$ cat config.mk
export PLATFORM = sky130hd
export DESIGN_NAME = pulse_classifier
export DESIGN_NICKNAME = d
export VERILOG_FILES = /design/src/rtl/pulse_classifier.sv
export SDC_FILE = /design/constraint.sdc
export NUM_CORES = 1
export LEC_CHECK = 0
export CAP_MARGIN = 20
export CORE_AREA = 2 2 73 89
export CTS_CLUSTER_DIAMETER = 150
export DETAILED_ROUTE_END_ITERATION = 8
export DIE_AREA = 0 0 75 91
export PLACE_DENSITY_LB_ADDON = 0.1
export SYNTH_ARGS = -nofsm -noshare
export SYNTH_HDL_FRONTEND = slang
export SYNTH_SLANG_ARGS = --single-unit
$ cat constraint.sdc
create_clock -name clk -period 3.3 [get_ports clk]
set_input_delay 0.66 -clock clk [delete_from_list [all_inputs] [get_ports clk]]
set_output_delay 0.66 -clock clk [all_outputs]
set_load 0.1 [all_outputs]
$ cat src/rtl/pulse_classifier.sv
// Morse key front end: synchronizes and debounces a raw key, then classifies
// press lengths into dit/dash and release lengths into letter/word spaces.
module pulse_classifier #(
  parameter int UNIT_CYCLES     = 5000000,
  parameter int DEBOUNCE_CYCLES = 1000000,
  parameter int DASH_UNITS      = 2,
  parameter int LETTER_UNITS    = 3,
  parameter int WORD_UNITS      = 7
) (
  input  logic       clk,
  input  logic       rst,
  input  logic       key_in,
  output logic [2:0] pulse_event,
  output logic       key_db
);

  typedef enum logic [1:0] {IDLE, PRESS, GAP} state_t;

  localparam int PW = (UNIT_CYCLES > 1) ? $clog2(UNIT_CYCLES) : 1;
  localparam int DW = (DEBOUNCE_CYCLES > 1) ? $clog2(DEBOUNCE_CYCLES) : 1;
  localparam logic [PW-1:0] PRE_LAST = PW'(UNIT_CYCLES - 1);
  localparam logic [DW-1:0] DB_LAST  = DW'(DEBOUNCE_CYCLES - 1);
  localparam logic [3:0]    DASH_U   = 4'(DASH_UNITS);
  localparam logic [3:0]    LETTER_U = 4'(LETTER_UNITS);
  localparam logic [3:0]    WORD_U   = 4'(WORD_UNITS);
  localparam logic [3:0]    UNITS_MAX = 4'd15;

  localparam logic [2:0] EV_NONE   = 3'd0;
  localparam logic [2:0] EV_DIT    = 3'd1;
  localparam logic [2:0] EV_DASH   = 3'd2;
  localparam logic [2:0] EV_LETTER = 3'd3;
  localparam logic [2:0] EV_WORD   = 3'd4;

  logic          sync1_reg;
  logic          sync2_reg;
  logic          key_db_reg;
  logic          key_db_prev_reg;
  logic [DW-1:0] db_cnt_reg;

  state_t        state_reg;
  logic [PW-1:0] prescaler_reg;
  logic [3:0]    press_units_reg;
  logic [3:0]    gap_units_reg;
  logic          letter_sent_reg;
  logic [2:0]    pulse_event_reg;

  logic unit_tick;
  logic db_rise;
  logic db_fall;

  assign unit_tick = (prescaler_reg == PRE_LAST);
  assign db_rise   = key_db_reg & ~key_db_prev_reg;
  assign db_fall   = ~key_db_reg & key_db_prev_reg;

  assign pulse_event = pulse_event_reg;
  assign key_db      = key_db_reg;

  // Any cycle where the synchronized key agrees with key_db restarts the count.
  always_ff @(posedge clk) begin
    if (rst) begin
      sync1_reg       <= 1'b0;
      sync2_reg       <= 1'b0;
      key_db_reg      <= 1'b0;
      key_db_prev_reg <= 1'b0;
      db_cnt_reg      <= '0;
    end else begin
      sync1_reg       <= key_in;
      sync2_reg       <= sync1_reg;
      key_db_prev_reg <= key_db_reg;
      if (sync2_reg != key_db_reg) begin
        if (db_cnt_reg == DB_LAST) begin
          key_db_reg <= sync2_reg;
          db_cnt_reg <= '0;
        end else begin
          db_cnt_reg <= db_cnt_reg + 1'b1;
        end
      end else begin
        db_cnt_reg <= '0;
      end
    end
  end

  always_ff @(posedge clk) begin
    if (rst) begin
      state_reg       <= IDLE;
      prescaler_reg   <= '0;
      press_units_reg <= '0;
      gap_units_reg   <= '0;
      letter_sent_reg <= 1'b0;
      pulse_event_reg <= EV_NONE;
    end else begin
      pulse_event_reg <= EV_NONE;
      case (state_reg)
        IDLE: begin
          prescaler_reg <= '0;
          if (db_rise) begin
            state_reg       <= PRESS;
            press_units_reg <= '0;
          end
        end

        PRESS: begin
          if (db_fall) begin
            state_reg       <= GAP;
            prescaler_reg   <= '0;
            gap_units_reg   <= '0;
            letter_sent_reg <= 1'b0;
            pulse_event_reg <= (press_units_reg < DASH_U) ? EV_DIT : EV_DASH;
          end else begin
            prescaler_reg <= unit_tick ? '0 : prescaler_reg + 1'b1;
            if (unit_tick && press_units_reg != UNITS_MAX)
              press_units_reg <= press_units_reg + 1'b1;
          end
        end

        GAP: begin
          if (db_rise) begin
            // A new press before the word space cancels whatever space is pending.
            state_reg       <= PRESS;
            prescaler_reg   <= '0;
            press_units_reg <= '0;
          end else begin
            prescaler_reg <= unit_tick ? '0 : prescaler_reg + 1'b1;
            if (unit_tick && gap_units_reg != UNITS_MAX)
              gap_units_reg <= gap_units_reg + 1'b1;
            if (gap_units_reg == WORD_U) begin
              pulse_event_reg <= EV_WORD;
              state_reg       <= IDLE;
              prescaler_reg   <= '0;
            end else if (gap_units_reg == LETTER_U && !letter_sent_reg) begin
              pulse_event_reg <= EV_LETTER;
              letter_sent_reg <= 1'b1;
            end
          end
        end

        default: state_reg <= IDLE;
      endcase
    end
  end

endmodule
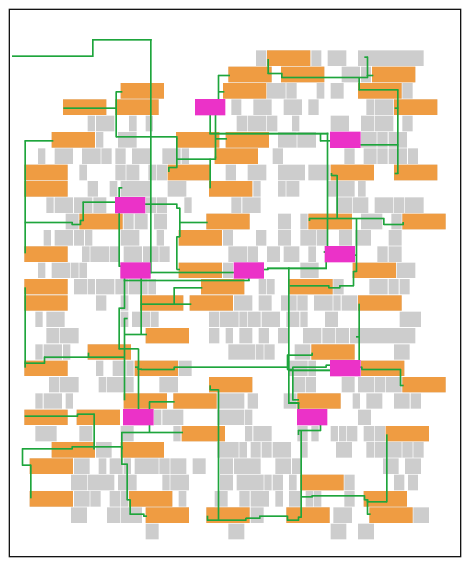
**Above:** clock network drawn from the DEF.
Drawn at 6 px/µm.
cells driving clock nets: drawn in magenta, count 9. clock wires: drawn in green, length 807 µm. flip-flops: drawn in orange, count 61.
Position of the flops: widely spread. There are 10 routed clock nets.
skew final: 0.008033 ns
clk_lat worst skew: 0.33 ns
Clock Power: 0.722 mW
clock network fraction of total power: 48.9%

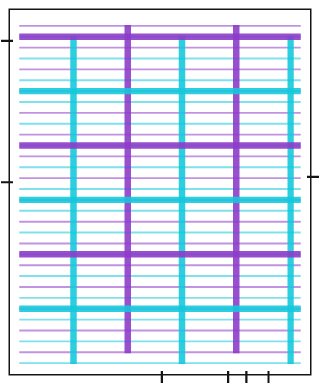
**Above:** PDN straps and rails.
Drawn at 4 px/µm. Pins as bars on the die edge.
VSS: drawn in cyan. VDD: drawn in purple.
The core has 31 rows. 6 straps on met5. 7 signal pins sit on the boundary. 5 straps on met4. 32 met1 rails follow the rows.
Die H: 91 µm
Die Wd: 75 µm
VDD IR max: 0.2593 mV
core area: 5934 µm²

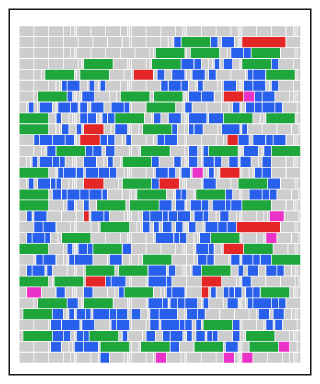
**Above:** placed cells, one color a class.
Drawn at 4 px/µm. Fill, decap, tap and diode cells in gray.
clock drivers and dummy loads: drawn in red, cells 15. all other logic: drawn in blue, cells 270. other buffers and delay cells: drawn in magenta, cells 9. flip-flops: drawn in green, cells 61.
post-layout util: 55.60%
flop share of the area: 37.01%

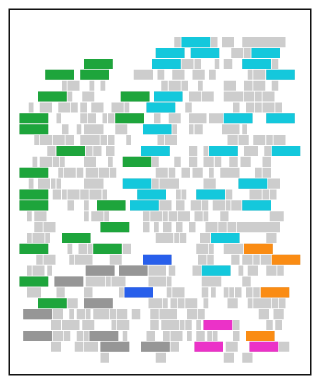
**Above:** register map, names as in the netlist.
Drawn at 4 px/µm. Other sequential cells in the stronger gray, the rest of the logic in the fainter gray.
db_cnt_reg: drawn in green, flops 20. press_units_reg: drawn in orange, flops 4, where bottom right. pulse_event: drawn in magenta, flops 3. state_reg: drawn in blue, flops 2. prescaler_reg: drawn in cyan, flops 23.
Another 9 sequential cells are not colored.
P_seq: 0.738 mW
Seq. cell area: 1221 µm²

-- synth_stat cells, drive strengths merged (2+ instances only) --
cell type	instances	area share [%]
a21boi	3	0.76
a21oi	11	2.0
a31oi	4	0.85
and2	3	0.63
and3	4	0.85
and4	8	2.4
clkbuf	12	1.5
dfxtp	61	41
ha	8	3.4
inv	9	1.1
mux2i	3	1.0
nand2	26	3.3
nand2b	2	0.42
nand3	24	4.1
nand3b	4	1.0
nand4	13	2.7
nand4b	2	0.59
nor2	32	4.1
nor2b	6	1.3
nor3	29	4.9
nor3b	3	0.76
nor4	7	1.7
o2111ai	3	0.89
o21ai	5	0.85
o31ai	3	0.76
or3	5	1.1
or4	3	0.76
xnor2	14	4.1
xor2	23	6.8
-- through the flow --
stage	hold slack [ns]	utilization (%)	cell area [µm²]	power [mW]
5_1_grt	0.4779	55.60	3299	1.541
3_5_place_dp	0.4220	51.99	3085	0.7731
3_3_place_gp	0.4211	51.99	3085	0.7731
4_1_cts	0.4460	55.60	3299	1.501
6_report	0.4418	55.60	3299	1.479
2_1_floorplan	0.4129	-	2960	0.7668
-- worst max path at each step --
stage / start / endpoint / slack [ns] / depth (start not counted)
finish: prescaler_reg[0] / prescaler_reg[22] / 1.06 / 6
global route: prescaler_reg[0] / prescaler_reg[13] / 0.84 / 6
CTS: prescaler_reg[0] / prescaler_reg[22] / 1.02 / 6
detailed placement: prescaler_reg[0] / prescaler_reg[13] / 1.05 / 6
global placement: prescaler_reg[18] / prescaler_reg[13] / 1.10 / 5
floorplan: key_db / prescaler_reg[13] / 0.99 / 6
-- per-layer routing --
layer	vias up	global-route usage (%)	wire, µm
met5	-	0	0
met4	0	9.524	127
met3	11	5.105	167
met2	22	28.73	2703
met1	1130	25.14	2867
li1	1257	-	-
-- power breakdown --
group | leakage [nW] | internal [mW] | switching [mW] | total [mW]
combinational | 0.440 | 0.00568 | 0.0125 | 0.0182
sequential | 0.492 | 0.738 | 0.000648 | 0.738
clock | 0.105 | 0.441 | 0.282 | 0.722
-- final cells by class --
class,instances,area (µm²)
clock inverters,4,72.57
repair buffers,9,72.57
clock buffers,11,141.4
multi-input cells,261,1655
well taps,82,102.6
inverters,9,33.78
fillers,561,2635
flip-flops and latches,61,1221
-- cells by family after synthesis --
logic type,share of synthesized area (%)
xor+xnor,10.95
fa+ha+maj,3.381
compound gates,8.411
flops,41.25
simple gates,32.16
buf+inv,2.831
mux,1.014
-- worst reg2reg max path: stages (launching register included) --
cell     delay, ns
dfxtp_1       0.37
ha_1          0.22
and4_1        0.25
nand4_1       0.12
or2_2         0.38
a21oi_2       0.64
nor3_1        0.12
==> out/metrics.yaml <==
cells_and_area:
  final_nets: 362
  antenna_cells: 0
  syn_to_final_growth_pct: 11.45
  final_cell_mix: "dfxtp_1 (61), nor2_1 (32), nor3_1 (29), nand2_1 (26), nand3_1 (24)"
global_routing:
  grt-ovfl-total: 0
  grt_max_degree: 37
  grt_pass1_vias: 2283
yosys:
  edf_count: 0
  synthDistinctLibCells: 47
  synth_area_um2: 2960
  synth_flops: 61
  ys_chip_area_um2: 2960
  syn_nets: 355
  yosysCellCount: 344
  synth-async-reset-ratio_pct: 0
critical_path:
  timing.rr.end: "prescaler_reg[22]"
  start_kind: "flip-flop"
  path_cells: "ha_1 -> and4_1 -> nand4_1 -> or2_2 -> a21oi_2 -> nor3_1"
  rrSetupSlack_ns: 1.06
  crit_family: "simple AND/OR/NAND/NOR gates"
  crit_fanout: 18
  worst-setup-path-type: "reg2reg"
  cp_num_buf_inv: 0
sta:
  max_freq_ghz: 0.4458
  worst_pin_slew_ns: 0.8035
  finalSetupViolCount: 0
  tns_ns: 0
  rsz0062_at_grt: "false"
  maxSlewHeadroom_pct: 46.43
run:
  warning_count: 29
clock_network:
  htree_levels: 3
  clkSinkCount: 61
  cts_hold_buf: 0
  cts_tree: "done"
  post_cts_buffers: 0
  ctsResizeCount: 0
  cts_made_buffers: 9
floorplan:
  io-pin-count: 7
  rows: 31
detailed_routing:
  drt_iter0_drc: 137
run_status:
  status: "complete, no violations"
worst_hold_path:
  hold_depth: 1
placed_design:
  hpwl_um: 4072
power_and_ir_drop:
  leakagePower_nw: 1.037
Power is estimated from default activity; no workload was simulated.
